### Placed cells, one colour a class, run 1

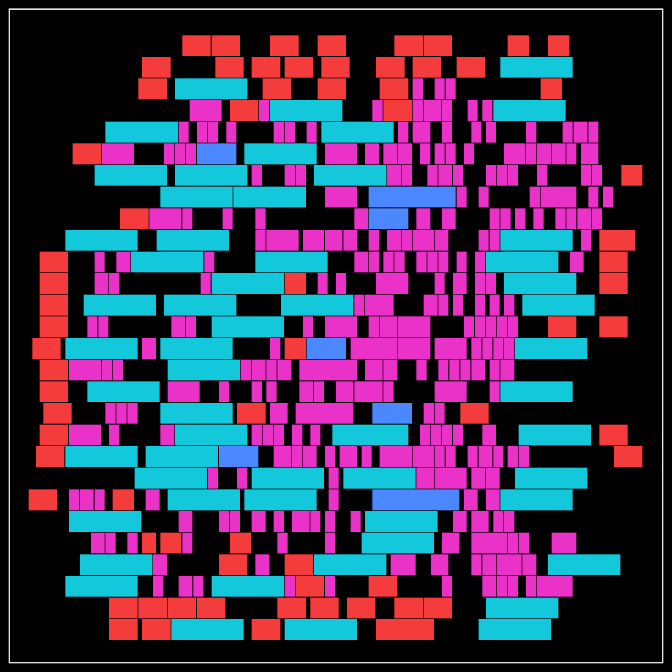
### Logic cells by family, run 1

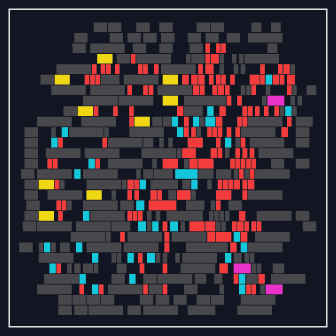
### Sequential cells grouped by signal name, run 1

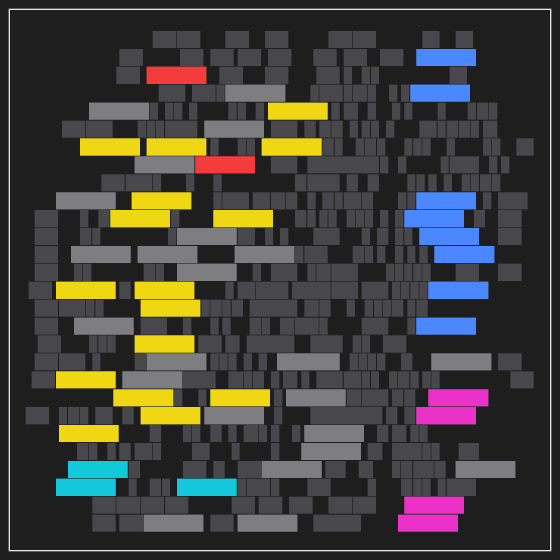
File: src/rtl/cpu_control_unit.sv
// Multi-cycle sequencer for the 16-bit, 3-bit-opcode CPU: PC, instruction latch, decode and
// register-file / ALU / data-memory steering. Optional HALT_ON_SELF_JUMP_EN: self-jump halts.
module cpu_control_unit #(
    parameter int unsigned PC_W     = 8,
    parameter int unsigned DADDR_W  = 10,
    parameter int unsigned MAX_WAIT = 15
) (
    input  logic               clk,
    input  logic               rst_n,
    input  logic               start,
    input  logic [PC_W-1:0]    start_pc,
    input  logic [15:0]        instr,
    input  logic               alu_neg,
    input  logic               mem_ack,
    output logic [PC_W-1:0]    pc,
    output logic [2:0]         rf_ra,
    output logic [2:0]         rf_rb,
    output logic [2:0]         rf_wa,
    output logic               rf_we,
    output logic               rf_wsel,
    output logic [1:0]         alu_op,
    output logic [DADDR_W-1:0] mem_addr,
    output logic               mem_req,
    output logic               mem_we,
    output logic               halted,
    output logic               fault
);

    localparam int unsigned WAIT_W = $clog2(MAX_WAIT + 1);
    localparam int unsigned IR_W   = 16;

    localparam logic [2:0] OP_LOAD  = 3'b100;
    localparam logic [2:0] OP_STORE = 3'b101;
    localparam logic [2:0] OP_JUMP  = 3'b110;
    localparam logic [2:0] OP_BLT   = 3'b111;

    typedef enum logic [2:0] {
        S_IDLE, S_FETCH, S_DECODE, S_EXEC, S_MEM, S_HALT
    } state_e;

    state_e              state_q, state_d;
    logic [PC_W-1:0]     pc_q, pc_d;
    logic [IR_W-1:0]     ir_q, ir_d;
    logic                lt_flag_q, lt_flag_d;
    logic [WAIT_W-1:0]   wait_cnt_q, wait_cnt_d;
    logic [2:0]          rf_ra_q, rf_ra_d, rf_rb_q, rf_rb_d, rf_wa_q, rf_wa_d;
    logic                rf_we_q, rf_we_d, rf_wsel_q, rf_wsel_d;
    logic [1:0]          alu_op_q, alu_op_d;
    logic [DADDR_W-1:0]  mem_addr_q, mem_addr_d;
    logic                mem_req_q, mem_req_d, mem_we_q, mem_we_d;
    logic                halted_q, halted_d, fault_q, fault_d;

    logic [2:0]          opcode;
    logic [PC_W-1:0]     jmp_tgt;
    logic [PC_W-1:0]     pc_inc;
    logic                load_ack;

    assign opcode  = ir_q[15:13];
    assign jmp_tgt = ir_q[PC_W-1:0];
    assign pc_inc  = pc_q + PC_W'(1);

    // Load data is only valid while mem_ack is high, so the write strobe follows it directly.
    assign load_ack = (state_q == S_MEM) && mem_req_q && !mem_we_q && mem_ack;

    always_comb begin
        state_d    = state_q;
        pc_d       = pc_q;
        ir_d       = ir_q;
        lt_flag_d  = lt_flag_q;
        wait_cnt_d = wait_cnt_q;
        rf_ra_d    = rf_ra_q;
        rf_rb_d    = rf_rb_q;
        rf_wa_d    = rf_wa_q;
        rf_we_d    = 1'b0;
        rf_wsel_d  = rf_wsel_q;
        alu_op_d   = alu_op_q;
        mem_addr_d = mem_addr_q;
        mem_req_d  = 1'b0;
        mem_we_d   = mem_we_q;
        fault_d    = fault_q;

        unique case (state_q)
            S_IDLE: begin
                if (start) begin
                    pc_d    = start_pc;
                    state_d = S_FETCH;
                end
            end
            S_FETCH: begin
                ir_d    = instr;
                state_d = S_DECODE;
            end
            S_DECODE: begin
                rf_ra_d    = ir_q[9:7];
                rf_rb_d    = ir_q[6:4];
                rf_wa_d    = ir_q[12:10];
                alu_op_d   = ir_q[14:13];
                mem_addr_d = DADDR_W'(ir_q[9:0]);
                mem_we_d   = (opcode == OP_STORE);
                rf_wsel_d  = 1'b0;
                rf_we_d    = !opcode[2];
                state_d    = S_EXEC;
            end
            S_EXEC: begin
                unique case (opcode)
                    OP_LOAD, OP_STORE: begin
                        mem_req_d  = 1'b1;
                        rf_ra_d    = ir_q[12:10];
                        rf_wsel_d  = 1'b1;
                        wait_cnt_d = '0;
                        state_d    = S_MEM;
                    end
                    OP_JUMP: begin
                        pc_d = jmp_tgt;
`ifdef HALT_ON_SELF_JUMP_EN
                        state_d = (jmp_tgt == pc_q) ? S_HALT : S_FETCH;
`else
                        state_d = S_FETCH;
`endif
                    end
                    OP_BLT: begin
                        pc_d    = lt_flag_q ? jmp_tgt : pc_inc;
                        state_d = S_FETCH;
                    end
                    default: begin
                        lt_flag_d = alu_neg;
                        pc_d      = pc_inc;
                        state_d   = S_FETCH;
                    end
                endcase
            end
            S_MEM: begin
                if (mem_ack) begin
                    pc_d       = pc_inc;
                    wait_cnt_d = '0;
                    state_d    = S_FETCH;
                end else begin
                    wait_cnt_d = wait_cnt_q + WAIT_W'(1);
                    if (wait_cnt_d == WAIT_W'(MAX_WAIT)) begin
                        fault_d = 1'b1;
                        state_d = S_HALT;
                    end else begin
                        mem_req_d = 1'b1;
                    end
                end
            end
            S_HALT: begin
                if (start) begin
                    pc_d      = start_pc;
                    fault_d   = 1'b0;
                    lt_flag_d = 1'b0;
                    state_d   = S_FETCH;
                end
            end
            default: state_d = S_IDLE;
        endcase

        halted_d = (state_d == S_HALT);
    end

    always_ff @(posedge clk or negedge rst_n) begin
        if (!rst_n) begin
            state_q    <= S_IDLE;
            pc_q       <= '0;
            ir_q       <= '0;
            lt_flag_q  <= 1'b0;
            wait_cnt_q <= '0;
            rf_ra_q    <= '0;
            rf_rb_q    <= '0;
            rf_wa_q    <= '0;
            rf_we_q    <= 1'b0;
            rf_wsel_q  <= 1'b0;
            alu_op_q   <= '0;
            mem_addr_q <= '0;
            mem_req_q  <= 1'b0;
            mem_we_q   <= 1'b0;
            halted_q   <= 1'b0;
            fault_q    <= 1'b0;
        end else begin
            state_q    <= state_d;
            pc_q       <= pc_d;
            ir_q       <= ir_d;
            lt_flag_q  <= lt_flag_d;
            wait_cnt_q <= wait_cnt_d;
            rf_ra_q    <= rf_ra_d;
            rf_rb_q    <= rf_rb_d;
            rf_wa_q    <= rf_wa_d;
            rf_we_q    <= rf_we_d;
            rf_wsel_q  <= rf_wsel_d;
            alu_op_q   <= alu_op_d;
            mem_addr_q <= mem_addr_d;
            mem_req_q  <= mem_req_d;
            mem_we_q   <= mem_we_d;
            halted_q   <= halted_d;
            fault_q    <= fault_d;
        end
    end

    assign pc       = pc_q;
    assign rf_ra    = rf_ra_q;
    assign rf_rb    = rf_rb_q;
    assign rf_wa    = rf_wa_q;
    assign rf_we    = rf_we_q | load_ack;
    assign rf_wsel  = rf_wsel_q;
    assign alu_op   = alu_op_q;
    assign mem_addr = mem_addr_q;
    assign mem_req  = mem_req_q;
    assign mem_we   = mem_we_q;
    assign halted   = halted_q;
    assign fault    = fault_q;

endmodule

File: config.mk
export PLATFORM = sky130hd
export DESIGN_NAME = cpu_control_unit
export DESIGN_NICKNAME = d
export VERILOG_FILES = /design/src/rtl/cpu_control_unit.sv
export SDC_FILE = /design/constraint.sdc
export NUM_CORES = 1
export LEC_CHECK = 0
export ABC_AREA = 1
export CAP_MARGIN = 20
export CORE_MARGIN = 2
export CORE_UTILIZATION = 46
export DETAILED_ROUTE_END_ITERATION = 10
export GPL_ROUTABILITY_DRIVEN = 0
export PLACE_DENSITY = 0.74
export SYNTH_ARGS = -nofsm -noshare
export SYNTH_HDL_FRONTEND = slang
export SYNTH_SLANG_ARGS = --single-unit
File: constraint.sdc
create_clock -name clk -period 1.9 [get_ports clk]
set_input_delay 0.285 -clock clk [delete_from_list [all_inputs] [get_ports clk]]
set_output_delay 0.285 -clock clk [all_outputs]
set_load 0.05 [all_outputs]
==> results.cfg, run 1 <==
; implementation run metrics
[finish]
numSequentialCells = 56
layout-drive-gt1-share_pct = 13.50
multi_input_comb_area_um2 = 1206
fillerInstances = 538
nonClockInverterCount = 36
finish.cell_count_without_fillers = 475
mi_comb_cells = 232
buffers_excl_clock = 69
combAreaFraction_pct = 33.07
design.final.nets = 432
layout_non_clock_buf_share_pct = 18.52
fin_area_um2 = 3647

[setup_path]
rr_endpoint = pc[3]
critPathCapture = pc[4]
worstRegToRegCells = 9
critical-path-top-delay-family = buffers and inverters
crit_path_top_delay_cell = clkdlybuf4s50_1
worstSetupEndpointType = output pin
critical_path.n_buffers_inverters = 1
rr_startpoint = state_q[1]
worst_ep_arrival_time_ps = 1570
crit_required_ps = 1620
critical_path.max_stage_delay_ps = 830
path_cells = clkdlybuf4s50_1
setup_slack_reg_to_reg_ps = 170
worstSetupStartpoint = pc[4]

[run_status]
status = finished, final reports clean

[route]
met1Wirelength_um = 2784
postRouteAntennaNets = 0
top_layer_used = met4
post-route-drc-count = 0
vias_cell = 4.861
first_pass_iters = 4

[pwr]
cellPowerDensity_nw_per_um2 = 2062
p_leak_nw = 1.833
power_frac_clock_pct = 11.8
irDropWorstVdd_mv = 1.019
sw_frac_of_total_pct = 49.65
power.net_switching_mw = 3.734
design_power_total_mw = 7.521
cell_internal_pwr_mw = 3.787

[grt]
grt_antenna_before_repair = 0
grt.overflow.total = 0
grt.met2_usage_pct = 31.87
number_of_global_route_vias_before_repair = 2169
grt_pass1_wl_um = 10230
grt_max_degree = 34

[cts]
clock_tree.htree_level_count = 2
postCtsSetupRepairBufs = 0
cts_buffers = 5
tritoncts = built
path_clk_slew_ps = 90

[final_timing]
slew_headroom_pct = 66.35
setup_viol = 0
post-route-min-period_ps = 1850
final-max-slew-violation-count = 0
hold-worst-slack_ps = 315.4
fin_crit_sh_pct = 97.39
fin_skew_ps = 4.924
worstMarginPinSlew_ps = 503.2
setup_total_negative_slack_ps = 0
max_freq_mhz = 540.4

[synth]
synthDominantCellAreaShare_pct = 50.07
yosys_warnings = 0
post_synth_num_cell_types = 34
synth-edff-count = 0
ff_type = dfrtp_1
synthesis.nets = 365
yosysTopAreaCell = dfrtp_1
synthCells = 333
ys_async_sr_fraction_pct = 100.0
syn_avg_cell_area_um2 = 8.405
synth-seq-area-share_pct = 50.07
post_synth_instance_area_um2 = 2799
ys.flops = 56

[place]
dpl-instance-area_um2 = 3497
dp.cells = 467
dp_hpwl_um = 4638

[floorplan]
initial_core_util_pct = 47.56
ios = 64
fp.dieW_um = 82.01
## Picture notes: 'Placed cells, one colour a class'
- cyan: flops (cells 56)
- red: other buffers and delay cells (cells 69)
- blue: clock drivers and dummy loads (cells 7)
- magenta: combinational and other logic (cells 268)

## Picture notes: 'Logic cells by family'
- magenta: adder and majority cells (cells 3; most used ha_1)
- red: NAND gates (cells 146; most used nand2_1)
- cyan: inverting AOI/OAI gates (cells 34; most used o21ai_0)
- yellow: multiplexers (cells 9; most used mux2_2)

## Picture notes: 'Sequential cells grouped by signal name'
- yellow: `ir_q` (flops 16)
- red: `rf_rb` (flops 2)
- magenta: `wait_cnt_q` (flops 4; where south-east)
- blue: `pc` (flops 8)
- cyan: `rf_wa` (flops 3)

[run 1: placed cells by master (no fill, tap or decap), types with 9 or more instances in the layout]
master and count:
clkdlybuf4s50_1 56, mux2_2 9, dfrtp_1 55, a21oi_1 9, o21ai_0 18, nor2_1 30
inv_1 31, nand2_1 108, buf_4 9, nand3_1 21
[run 1: cell families after synthesis]
group                    count (synthesis)  share of synthesized area [%]
multiplexers                             9                          3.621
adder cells (fa/ha/maj)                  3                          1.341
XOR/XNOR                                 2                         0.6260
AND-OR/OR-AND                           36                          7.332
flip-flops                              56                          50.07
buffers and inverters                   45                          7.107
AND/OR/NAND/NOR                        182                          29.91
[run 1: power by group through the flow]
stage | Combinational, mW | Sequential [mW] | Clock (mW)
floorplan | 2.20 | 3.21 | 0
global placement | 4.31 | 2.26 | 0
detailed placement | 4.38 | 2.26 | 0
CTS | 4.41 | 2.24 | 0.912
global route | 4.83 | 2.34 | 0.955
finish | 4.38 | 2.25 | 0.884
[run 1: state kept, by name, indices dropped and copies added (netlist names), 2 cells and up]
name	cells
rf_wa	3
ir_q	16
rf_ra	3
wait_cnt_q	4
rf_rb	2
state_q	3
pc	8
mem_addr	8
alu_op	2
[run 1: repair_timing]
action	4_1_cts	5_1_grt
setup endpoints to repair	1	2
resized	1	3
hold buffers	1	0
pin swaps	0	0
endpoints found under the hold margin	3	0
[run 1: worst min path at each step]
stage / from / to / slack, ps
after detailed placement: rst_n / mem_addr[9] / 100
after global routing: rst_n / rf_wa[1] / 320
after floorplan: rst_n / alu_op[0] / -10
after global placement: rst_n / rf_wa[0] / 100
final: rst_n / rf_wa[0] / 320
after CTS: rst_n / rf_wa[1] / 290
==> run 2, diff against run 1 <==
- ABC_AREA: 1 -> unset
- PLACE_DENSITY: 0.74 -> 0.75
### Logic cells by family, run 2

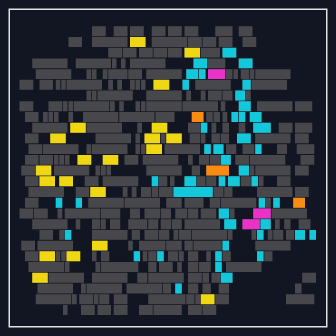
- yellow: multiplexers (cells 20; most used mux2_2)
- cyan: inverting AOI/OAI gates (cells 45)
- orange: XOR/XNOR gates (cells 3; most used xor2_1)
- magenta: adder and majority cells (cells 3; most used ha_1)

### Placed cells, one colour a class, run 2

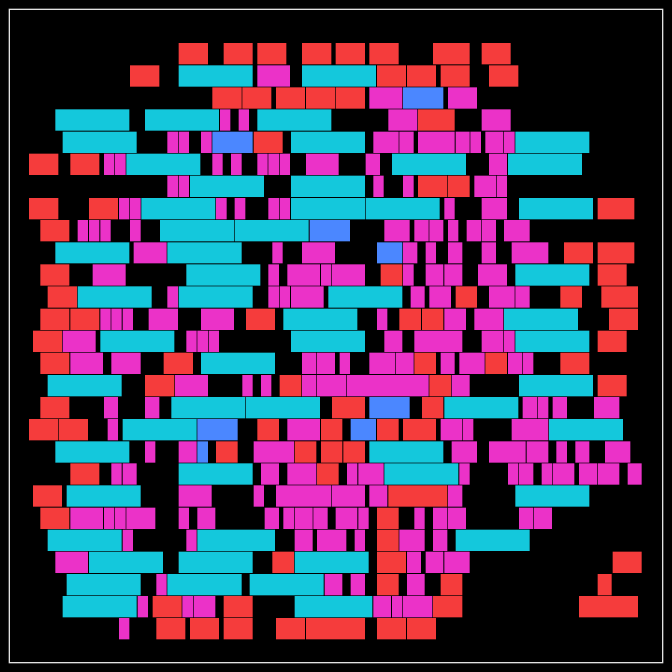
final core occ: 66.60%
sequential portion of the cell area: 38.05%

==> results.cfg, run 2 <==
; implementation run metrics
[grt]
number_of_global_route_vias_before_repair = 2142
grt_antenna_before_repair = 0
grt.overflow.total = 0
met3_usage_pct = 6.180
grt_max_degree = 57
grt_pass1_wl_um = 10110

[route]
postRouteAntennaNets = 0
first_pass_iters = 4
top_layer_used = met4
met1Wirelength_um = 2802
vias_cell = 5.384

[finish]
lay_top_cells = 56 x nand2_1, 55 x clkdlybuf4s50_1, 54 x dfrtp_1
layout-drive-gt1-share_pct = 18.55
lay_top_count = nand2_1
design.final.nets = 376
largest_register_ffs = 16
fillerInstances = 459
fin_area_um2 = 3690

[final_timing]
post-route-min-period_ps = 1845
max_freq_mhz = 541.9
worstMarginPinSlew_ps = 508.7
fin_crit_sh_pct = 97.13
fin_skew_ps = 7.155
slew_headroom_pct = 65.98
setup_viol = 0

[setup_path]
rr_startpoint = state_q[0]
critical_path.n_buffers_inverters = 1
critPathCapture = pc[4]
worst_ep_arrival_time_ps = 1560
crit_path_top_delay_cell = clkdlybuf4s50_1
critical-path-top-delay-family = buffers and inverters
worstSetupStartpoint = pc[4]
critical_path.max_stage_delay_ps = 830
crit_required_ps = 1620
path_cells = clkdlybuf4s50_1
worstSetupEndpointType = output pin
worstRegToRegCells = 7

[synth]
ys_sh_simple_pct = 18.70
yosys_warnings = 0
ys_async_sr_fraction_pct = 100.0
post_synth_num_cell_types = 46
yosysTopAreaCell = dfrtp_1
synthesis.nets = 292
synth-xor-area-share_pct = 0.9841
syn_avg_cell_area_um2 = 10.27
ys.flops = 56
ff_type = dfrtp_1
synth-seq-area-share_pct = 52.48
synthCells = 260
synthDominantCellAreaShare_pct = 52.48
mux_area_share_pct = 8.247
post_synth_instance_area_um2 = 2670
synth-edff-count = 0

[pwr]
irDropWorstVdd_mv = 1.255
cellPowerDensity_nw_per_um2 = 2036
p_leak_nw = 1.697

[place]
dpl-instance-area_um2 = 3473
dp_hpwl_um = 4437

[cts]
path_clk_slew_ps = 100
cts_buffers = 5
clock_tree.htree_level_count = 2
tritoncts = built

[floorplan]
ios = 64
fp.dieW_um = 80.19

[run_status]
status = finished, final reports clean
[run 2: cell type report]
| cell class | count | area [um2] | area share [%] |
|---|---|---|---|
| clock buffers | 6 | 72.57 | 1.967 |
| clock inverters | 2 | 17.52 | 0.4747 |
| inverters | 6 | 22.52 | 0.6104 |
| multi-input cells | 184 | 1192 | 32.32 |
| flip-flops and latches | 56 | 1404 | 38.05 |
| well taps | 72 | 90.09 | 2.442 |
| repair buffers | 91 | 890.9 | 24.14 |
[run 2: power breakdown]
part	internal (mW)	leakage, nW	switching, mW
clock network	0.271	0.0462	0.406
logic	1.93	0.965	2.65
registers	1.76	0.686	0.492
total	3.96	1.70	3.55
[run 2: stage by stage]
step	cells	worst slack, ps	total power, mW	hold slack (ps)	setup TNS [ps]
floorplan	260	99.51	5.187	-10.59	0
global placement	398	-51.56	6.548	304.7	-72.45
detailed placement	398	-85.20	6.639	308.4	-222.8
CTS	410	11.70	7.388	489.3	0
global route	417	-13.77	8.022	502.4	-17.00
finish	417	54.62	7.513	481.6	0
[run 2: how the worst min path moves through the flow]
stage	startpoint	end	slack, ps	cells past startpoint
global placement	rst_n	wait_cnt_q[2]	300	2
global route	rst_n	wait_cnt_q[2]	500	3
finish	rst_n	fault	480	3
CTS	rf_wsel	rf_wsel	490	1
detailed placement	rst_n	wait_cnt_q[2]	310	2
floorplan	rst_n	alu_op[0]	-10	0
[run 2: timing repair]
action | in CTS | in global routing
hold buffers | 1 | 0
buffers inserted | 3 | 7
setup endpoints to repair | 1 | 12
resized | 3 | 9
pin swaps | 2 | 2
hold endpoints to repair | 56 | 0
[run 2: worst register-to-register path, cell delays in order, from the launching register on]
cell      delay, ps
dfrtp_1         400
buf_6           140
buf_4           140
or3_1           360
a21oi_2         210
buf_4           170
a21boi_0        170
o22ai_1         100
==> run 3, diff against run 2 <==
- CORE_ASPECT_RATIO: unset -> 1.25
### Sequential cells grouped by signal name, run 3

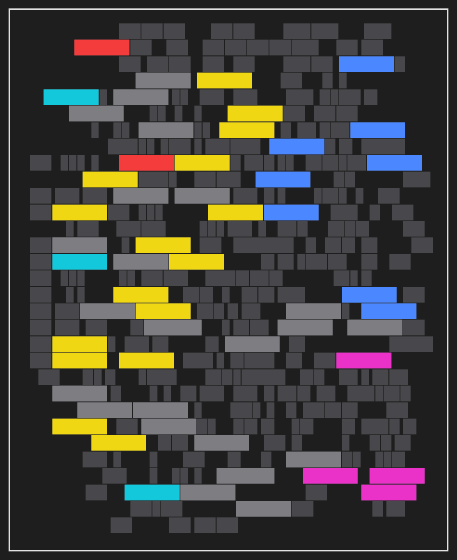
- yellow: `ir_q` (flops 16)
- blue: `pc` (flops 8)
- cyan: `rf_wa` (flops 3)
- red: `rf_rb` (flops 2)
- magenta: `wait_cnt_q` (flops 4; where south-east)

### Logic cells by family, run 3

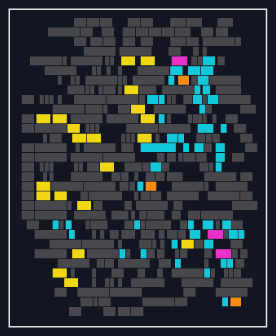
- orange: XOR/XNOR gates (cells 3; most used xor2_1)
- yellow: multiplexers (cells 20; most used mux2_2)
- cyan: inverting AOI/OAI gates (cells 45)
- magenta: adder and majority cells (cells 3; most used ha_1)

==> results.cfg, run 3 <==
; implementation run metrics
[pwr]
pg_clk_mw = 0.664
cell_internal_pwr_mw = 3.854
comb_power_mw = 4.34
seq_cell_power_mw = 2.29
comb_power_share_pct = 59.5
power.net_switching_mw = 3.438
top_contributor_to_total_power = combinational logic
sw_frac_of_total_pct = 47.15
p_leak_nw = 1.644

[setup_path]
rr_startpoint = state_q[0]
worst_ep_arrival_time_ps = 1560
worstSetupStartpoint = state_q[2]
crit_required_ps = 1620

[synth]
ff_type = dfrtp_1
synth-xor-area-share_pct = 0.9841
syn_avg_cell_area_um2 = 10.27
synthCells = 260
ys_sh_simple_pct = 18.70
synth-seq-area-share_pct = 52.48
synthesis.nets = 292
synth-edff-count = 0
post_synth_instance_area_um2 = 2670
post_synth_num_cell_types = 46
yosys-dominant-comb-family = simple AND/OR/NAND/NOR gates

[final_timing]
worstMarginPinSlew_ps = 659.7
fin_skew_ps = 5.281
final_tally_of_hold_violations = 3
setup_viol = 0
fin_crit_sh_pct = 97.00
post-route-min-period_ps = 1843
max_freq_mhz = 542.6
final-max-slew-violation-count = 0
hold-worst-slack_ps = -7.885
post-route-worst-setup-slack_ps = 56.96

[floorplan]
ios = 64
tap_cells = 66
fp.dieW_um = 72.15

[finish]
fin_area_um2 = 3583
clkCellAreaFrac_pct = 2.584
buffers_excl_clock = 80
top_register = ir_q
lay_top_count = nand2_1
multi_input_comb_area_um2 = 1179
area.share.sequential_pct = 39.18
seqCellArea_um2 = 1404
mi_comb_cells = 184
numSequentialCells = 56
combAreaFraction_pct = 32.89
lay_top_cells = 56 x nand2_1, 55 x clkdlybuf4s50_1, 54 x dfrtp_1
largest_register_ffs = 16
finish.cell_count_without_fillers = 400
fillerInstances = 480
layout-drive-gt1-share_pct = 15.87
design.final.nets = 365

[run_status]
violated_checks = negative hold slack
status = finished, violations left

[grt]
number_of_global_route_vias_before_repair = 2085
grt_pass1_wl_um = 9825
grt_max_degree = 30
grt_antenna_before_repair = 0

[cts]
cts_buffers = 5
clock_tree.htree_level_count = 2
postCtsSetupRepairBufs = 0
tritoncts = built
cts_hold_buf = 0
path_clk_slew_ps = 100

[place]
dp.cells = 392
dp_hpwl_um = 4499
dpl-instance-area_um2 = 3468

[route]
first_pass_iters = 4
post-route-drc-count = 0
vias_cell = 5.358
## run 3: cells by family (layout without fill, tap and decap cells)
logic type | after synthesis | after routing
adders and majority gates | 3 | 3
and+or+nand+nor | 106 | 106
DFF | 56 | 56
xor gates and xnor gates | 3 | 3
buffers and inverters | 20 | 94
AOI/OAI and AO/OA | 52 | 52
muxes | 20 | 20
## run 3: per-layer routing
layer | wire length, um | global-route usage, % | vias to the layer above
met3 | 274 | 3.495 | 5
li1 | - | - | 1046
met2 | 3130 | 34.11 | 53
met1 | 2542 | 25.27 | 1039
met5 | 0 | 0 | -
met4 | 72 | 5.146 | 0
## run 3: metrics by stage
step / utilization (%) / total power, mW / TNS (ps) / hold slack [ps]
final: 62.85 / 7.292 / 0 / -7.885
after CTS: 62.56 / 7.329 / 0 / 11.22
after floorplan: - / 5.187 / 0 / -10.59
after global routing: 62.85 / 7.771 / -47.65 / 30.38
after global placement: 60.83 / 6.559 / -57.81 / 343.2
after detailed placement: 60.83 / 6.647 / -183.1 / 352.3
## run 3: worst max-delay path, cell delays in order, from the launching register on
cell,delay (ps)
dfrtp_2,490
nor3b_2,190
buf_4,150
a41o_1,270
buf_12,160
## run 3: what timing repair did
action                     in CTS  in global routing
setup endpoints to repair       1                 10
cloned                          0                  0
resized                         2                  7
## run 3: worst paths after layout
kind                              end  slack, ps  cells past startpoint
max in group asynchronous  state_q[1]       1310                      2
min in group clk             rf_wa[2]        490                      2
hold reg to reg              rf_wa[2]        490                      2
setup / recovery                rf_we         60                      4
setup reg to reg                pc[3]         80                      5
hold / removal                  pc[3]         -8                      1
No activity file was given, so power comes from the tool's default toggle rates.
